<file path="src/rtl/branch_rs.sv">
// Single-entry reservation station for conditional branches: captures an issued
// branch, snoops the ALU/LSU result buses for locked operands, and fires once.
package branch_rs_pkg;
  localparam int unsigned ADDR_W = 32;
  localparam int unsigned WORD_W = 32;
  localparam int unsigned TAG_W  = 5;
  localparam int unsigned OP_W   = 6;

  localparam logic [TAG_W-1:0] UNLOCKED = TAG_W'(0);
  localparam logic [OP_W-1:0]  OP_NOP   = OP_W'(0);
endpackage

module branch_rs
  import branch_rs_pkg::*;
(
  input  logic              clk,
  input  logic              rst,
  input  logic              rdy,
  input  logic              issue_en_in,
  input  logic [ADDR_W-1:0] issue_pc_in,
  input  logic [WORD_W-1:0] issue_offset_in,
  input  logic [OP_W-1:0]   issue_op_in,
  input  logic [TAG_W-1:0]  issue_tagx_in,
  input  logic [TAG_W-1:0]  issue_tagy_in,
  input  logic [WORD_W-1:0] issue_datax_in,
  input  logic [WORD_W-1:0] issue_datay_in,
  input  logic              alu_cdb_en_in,
  input  logic [TAG_W-1:0]  alu_cdb_tag_in,
  input  logic [WORD_W-1:0] alu_cdb_data_in,
  input  logic              lsu_cdb_en_in,
  input  logic [TAG_W-1:0]  lsu_cdb_tag_in,
  input  logic [WORD_W-1:0] lsu_cdb_data_in,
  output logic              rs_full_out,
  output logic [ADDR_W-1:0] pc_out,
  output logic [WORD_W-1:0] offset_out,
  output logic [OP_W-1:0]   branch_op_out,
  output logic [TAG_W-1:0]  branch_tagx_out,
  output logic [TAG_W-1:0]  branch_tagy_out,
  output logic [WORD_W-1:0] branch_datax_out,
  output logic [WORD_W-1:0] branch_datay_out,
  output logic              branch_busy_out
);

  typedef enum logic [1:0] {EMPTY, WAIT, FIRE} state_t;

  state_t            state_q, state_d;
  logic [ADDR_W-1:0] pc_q, pc_d;
  logic [WORD_W-1:0] off_q, off_d;
  logic [OP_W-1:0]   op_q, op_d;
  logic [TAG_W-1:0]  tagx_q, tagx_d, tagy_q, tagy_d;
  logic [WORD_W-1:0] datax_q, datax_d, datay_q, datay_d;
  logic              full;

  // Resolve one operand against both buses; ALU has priority, unlocked tags never match.
  function automatic logic [TAG_W+WORD_W-1:0] resolve(
    input logic [TAG_W-1:0]  tag,
    input logic [WORD_W-1:0] data,
    input logic              a_en,
    input logic [TAG_W-1:0]  a_tag,
    input logic [WORD_W-1:0] a_data,
    input logic              l_en,
    input logic [TAG_W-1:0]  l_tag,
    input logic [WORD_W-1:0] l_data
  );
    logic [TAG_W+WORD_W-1:0] r;
    r = {tag, data};
    if (tag != UNLOCKED) begin
      if (a_en && (a_tag == tag)) begin
        r = {UNLOCKED, a_data};
      end else if (l_en && (l_tag == tag)) begin
        r = {UNLOCKED, l_data};
      end
    end
    return r;
  endfunction

  assign full = (state_q == WAIT);

  always_comb begin
    state_d = state_q;
    pc_d    = pc_q;
    off_d   = off_q;
    op_d    = op_q;
    tagx_d  = tagx_q;
    tagy_d  = tagy_q;
    datax_d = datax_q;
    datay_d = datay_q;
    if (rdy) begin
      case (state_q)
        FIRE: state_d = EMPTY;
        WAIT: begin
          {tagx_d, datax_d} = resolve(tagx_q, datax_q, alu_cdb_en_in, alu_cdb_tag_in,
                                      alu_cdb_data_in, lsu_cdb_en_in, lsu_cdb_tag_in,
                                      lsu_cdb_data_in);
          {tagy_d, datay_d} = resolve(tagy_q, datay_q, alu_cdb_en_in, alu_cdb_tag_in,
                                      alu_cdb_data_in, lsu_cdb_en_in, lsu_cdb_tag_in,
                                      lsu_cdb_data_in);
          state_d = ((tagx_d == UNLOCKED) && (tagy_d == UNLOCKED)) ? FIRE : WAIT;
        end
        default: ;
      endcase
      // Accepted in EMPTY or FIRE; the FIRE entry is consumed at this same edge.
      if (issue_en_in && !full) begin
        pc_d  = issue_pc_in;
        off_d = issue_offset_in;
        op_d  = issue_op_in;
        {tagx_d, datax_d} = resolve(issue_tagx_in, issue_datax_in, alu_cdb_en_in,
                                    alu_cdb_tag_in, alu_cdb_data_in, lsu_cdb_en_in,
                                    lsu_cdb_tag_in, lsu_cdb_data_in);
        {tagy_d, datay_d} = resolve(issue_tagy_in, issue_datay_in, alu_cdb_en_in,
                                    alu_cdb_tag_in, alu_cdb_data_in, lsu_cdb_en_in,
                                    lsu_cdb_tag_in, lsu_cdb_data_in);
        state_d = ((tagx_d == UNLOCKED) && (tagy_d == UNLOCKED)) ? FIRE : WAIT;
      end
    end
  end

  always_ff @(posedge clk) begin
    if (rst) begin
      state_q <= EMPTY;
      pc_q    <= '0;
      off_q   <= '0;
      op_q    <= OP_NOP;
      tagx_q  <= UNLOCKED;
      tagy_q  <= UNLOCKED;
      datax_q <= '0;
      datay_q <= '0;
    end else begin
      state_q <= state_d;
      pc_q    <= pc_d;
      off_q   <= off_d;
      op_q    <= op_d;
      tagx_q  <= tagx_d;
      tagy_q  <= tagy_d;
      datax_q <= datax_d;
      datay_q <= datay_d;
    end
  end

  assign rs_full_out      = full;
  assign branch_busy_out  = (state_q != EMPTY);
  assign pc_out           = pc_q;
  assign offset_out       = off_q;
  assign branch_op_out    = op_q;
  assign branch_tagx_out  = tagx_q;
  assign branch_tagy_out  = tagy_q;
  assign branch_datax_out = datax_q;
  assign branch_datay_out = datay_q;

endmodule
</file>
<file path="config.mk">
export PLATFORM = sky130hd
export DESIGN_NAME = branch_rs
export DESIGN_NICKNAME = d
export VERILOG_FILES = /design/src/rtl/branch_rs.sv
export SDC_FILE = /design/constraint.sdc
export NUM_CORES = 1
export LEC_CHECK = 0
export ABC_CLOCK_PERIOD_IN_PS = 2200
export CORE_ASPECT_RATIO = 2
export CORE_MARGIN = 2
export CORE_UTILIZATION = 25
export DETAILED_ROUTE_END_ITERATION = 8
export GPL_TIMING_DRIVEN = 0
export PLACE_DENSITY = 0.64
export SETUP_SLACK_MARGIN = 0.5
export SYNTH_ARGS = -nofsm -noshare
export SYNTH_HDL_FRONTEND = slang
export SYNTH_SLANG_ARGS = --single-unit
</file>
<file path="constraint.sdc">
create_clock -name clk -period 2.2 [get_ports clk]
set_input_delay 0.66 -clock clk [delete_from_list [all_inputs] [get_ports clk]]
set_output_delay 0.66 -clock clk [all_outputs]
set_load 0.02 [all_outputs]
</file>
Clock wiring as the flow saved it:
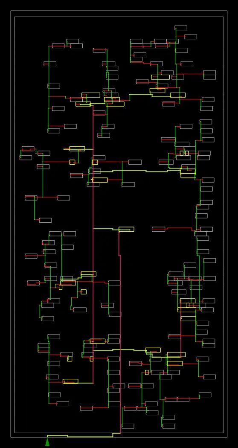
number of clock buffer instances in the layout: 17
power of the clock network: 0.00325 W
number of flip-flops and latches: 146
later-pin clock latency in the skew report: 450 ps

Wiring heat map:
Bar = 50 um. 13 x 26 tiles, from dark blue (low) to red (high), scaled to the fullest tile. Values are wire area over tile area, all layers added.
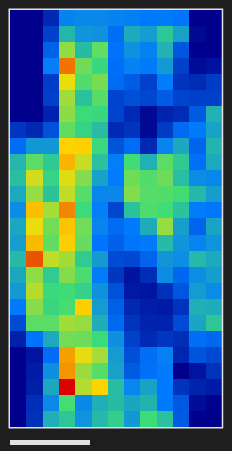
21% of the tiles are over half the peak. The densest ninth of the die: middle left. 8.6% of the tiles are nearly empty. The mean over all tiles is 0.21. The fullest tile reaches 0.67.
wirelength, routed: 43.97 mm
via count: 10,250
routed length per placed instance: 23.18 um
overall global routing resource usage: 0.2436

Met3 routing:
Bar = 50 um.
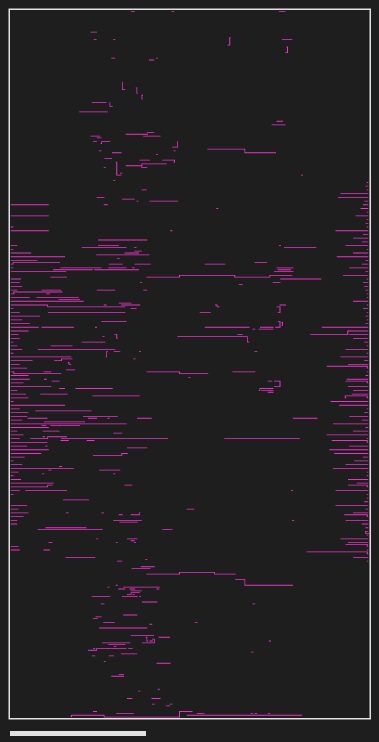
The layer holds 5.8% of the routed length. The layer carries 2,560 um of wire. 313 nets have wire on it.

==> flow_summary.rst <==
Run summary
-----------

.. list-table::
   :header-rows: 1

   * - Metric
     - Value
   * - Result of the run
     - complete, but fails checks
   * - Violated checks
     - setup timing
   * - Vias in the first global route
     - 10,400
   * - Area occupied by registers
     - 2963 sq um
   * - Register fraction of the total cell area
     - 0.2030
   * - 1st-iter DRT viols
     - 610
   * - Internal power summed over all cells
     - 0.006051 W
   * - Biggest area cells
     - dfxtp_1 36%, nand2_1 7.0%, a311oi_1 6.9%
   * - Filler Cells Inserted
     - 3,132
   * - Floorplan die area
     - 34,150 sq um
   * - Largest net degree at the start of global routing
     - 17
   * - Final slew viol count
     - 0
   * - DP Cell Count
     - 1,776
   * - Class of the most critical setup path
     - in -> reg
   * - Hold violation total from the final report
     - 0
   * - Top_reg_cell synth
     - dfxtp_1
   * - Final worst-path setup slack
     - -22.00 ps
   * - Highest clock frequency the design can meet
     - 450.0 MHz
   * - Yosys Instances
     - 981
   * - Worst EP required
     - 2550 ps
   * - Largest area contributor in the synthesized netlist
     - dfxtp_1
   * - Placer's final routability congestion estimate
     - 0.9454
   * - Net count of the finished layout
     - 1,678
   * - Total cell area reported by yosys after synthesis
     - 8152 sq um
   * - Setup-violating endpoint count in the final report
     - 11
   * - Horizontal die dimension
     - 131.7 um
   * - Highest fanout seen on the critical path
     - 5
   * - Number of I/O port buffers
     - 368
   * - Switching fraction of total power
     - 0.3120
   * - Data arrival at the endpoint of the critical path
     - 2580 ps
   * - Avg Synthesized Cell Area
     - 8.309 sq um
   * - Well-Tap Cells
     - 427
   * - CTS tree
     - yes
   * - Global-route wire length before repair
     - 63.40 mm
   * - Maximum root-to-sink buffer count
     - 2
   * - Hold/Removal Path Class
     - reg -> reg
   * - Antenna Diode Count
     - 5
   * - Synthesized cell area
     - 8152 sq um
The metal 1 layer:
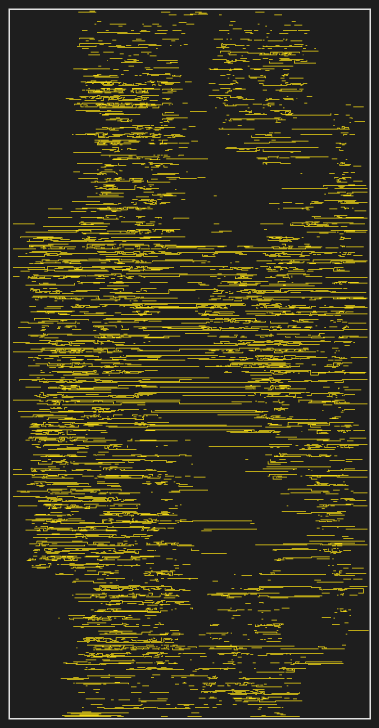
The longest straight run is 60.7 um. 1,541 nets have wire on it. The layer holds 33% of the routed length. The layer carries 14,700 um of wire. The wires run mostly horizontal.
met1 GRT Util: 0.2365

Cells colored by class:
Fill, decap, tap and diode cells in gray.
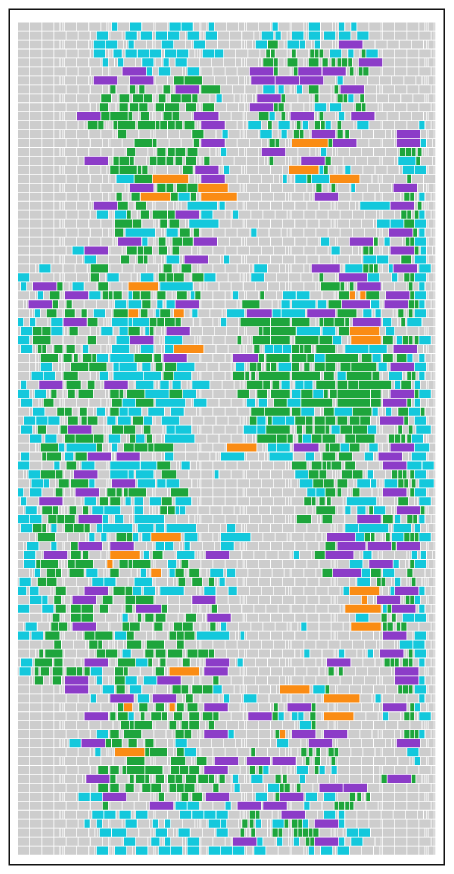
Key: orange = clock drivers and dummy loads [cells 32, share of their area 4.6%]; cyan = remaining buffers and delay cells [cells 549, share of their area 36%]; green = remaining logic cells [cells 738, share of their area 39%]; purple = registers [cells 146, share of their area 21%]

-- stage by stage --
| step | power [W] | hold WS (ps) | utilization | TNS [ps] | cell area, sq um |
|---|---|---|---|---|---|
| after global placement | 0.005275 | 441.3 | 0.3884 | -124310 | 12470 |
| after global routing | 0.009145 | 470.1 | 0.4544 | -2327 | 14590 |
| after floorplan | 0.004072 | 484.8 | - | -2836 | 8255 |
| final | 0.008795 | 452.1 | 0.4545 | -113.1 | 14600 |
| after CTS | 0.008843 | 454.5 | 0.4508 | 0 | 14480 |
| after detailed placement | 0.005298 | 445.8 | 0.3884 | -127820 | 12470 |
-- power by group through the flow --
stage	clock [W]	combinational [W]	sequential (W)
2_1_floorplan	0	0.000826	0.00325
3_3_place_gp	0	0.00225	0.00303
3_5_place_dp	0	0.00227	0.00303
4_1_cts	0.00332	0.00255	0.00297
5_1_grt	0.00343	0.00270	0.00301
6_report	0.00325	0.00256	0.00299
-- metal layers --
| metal | vias up | GRT usage | wire, um |
|---|---|---|---|
| li1 | 4652 | - | - |
| met1 | 4898 | 0.2365 | 14710 |
| met2 | 539 | 0.4684 | 23820 |
| met3 | 160 | 0.05253 | 2560 |
| met4 | 0 | 0.1422 | 2888 |
| met5 | - | 0 | 0 |
-- cell families after synthesis --
kind of cell               count (synthesis)  share of synthesized area
adders and majority gates                  2                   0.003069
and+or+nand+nor                          370                     0.2195
buffers and inverters                    101                    0.05556
DFF                                      146                     0.3586
xor gates and xnor gates                  40                    0.04298
AOI/OAI and AO/OA                        321                     0.3190
muxes                                      1                   0.001381
-- registers in the layout, indices dropped and copies added (netlist names) --
| name | count |
|---|---|
| state_q | 2 |
| offset_out | 32 |
| branch_op_out | 6 |
| branch_tagx_out | 5 |
| pc_out | 32 |
| branch_datay_out | 32 |
| branch_tagy_out | 5 |
| branch_datax_out | 32 |
-- cells in the final DEF (no fill, tap or decap), drive strengths merged, types with 6 or more instances in the layout --
cell type      count
a22oi             63
nor2              50
a311oi            65
nand2            152
xor2              20
nor4               6
xnor2             20
and2               6
o211ai            32
a2bb2oi           30
nand2b            32
dfxtp            146
nor3              71
clkbuf           198
or3               32
buf              157
a21oi             74
clkinv             8
dlymetal6s2s       7
clkdlybuf4s50    198
o2111ai           31
-- worst max-delay path, stage by stage --
cell and delay (ps):
buf_4 150, xor2_2 180, nor4_2 290, nand3_2 180, buf_6 160, a211oi_4 230, buf_6 150, buf_8 150
buf_8 140, nor3_4 40, a311oi_2 240
-- path summary, 6_finish.rpt --
check,to,depth (start not counted),slack (ps),startpoint
max reg2reg,branch_datax_out[27],10,0,branch_tagx_out[3]
min reg2reg,branch_op_out[4],2,450,branch_op_out[4]
max,branch_datax_out[27],11,-20,alu_cdb_tag_in[3]
min,branch_op_out[4],2,450,branch_op_out[4]
-- repair_timing --
action | in CTS | in global routing
buffers inserted | 58 | 11
gates cloned | 6 | 9
gates resized | 370 | 421
hold buffers | 0 | 0
pin swaps | 85 | 93
setup endpoints to repair | 292 | 290
Power figures rest on the tool's default switching activity, not on a simulated workload.
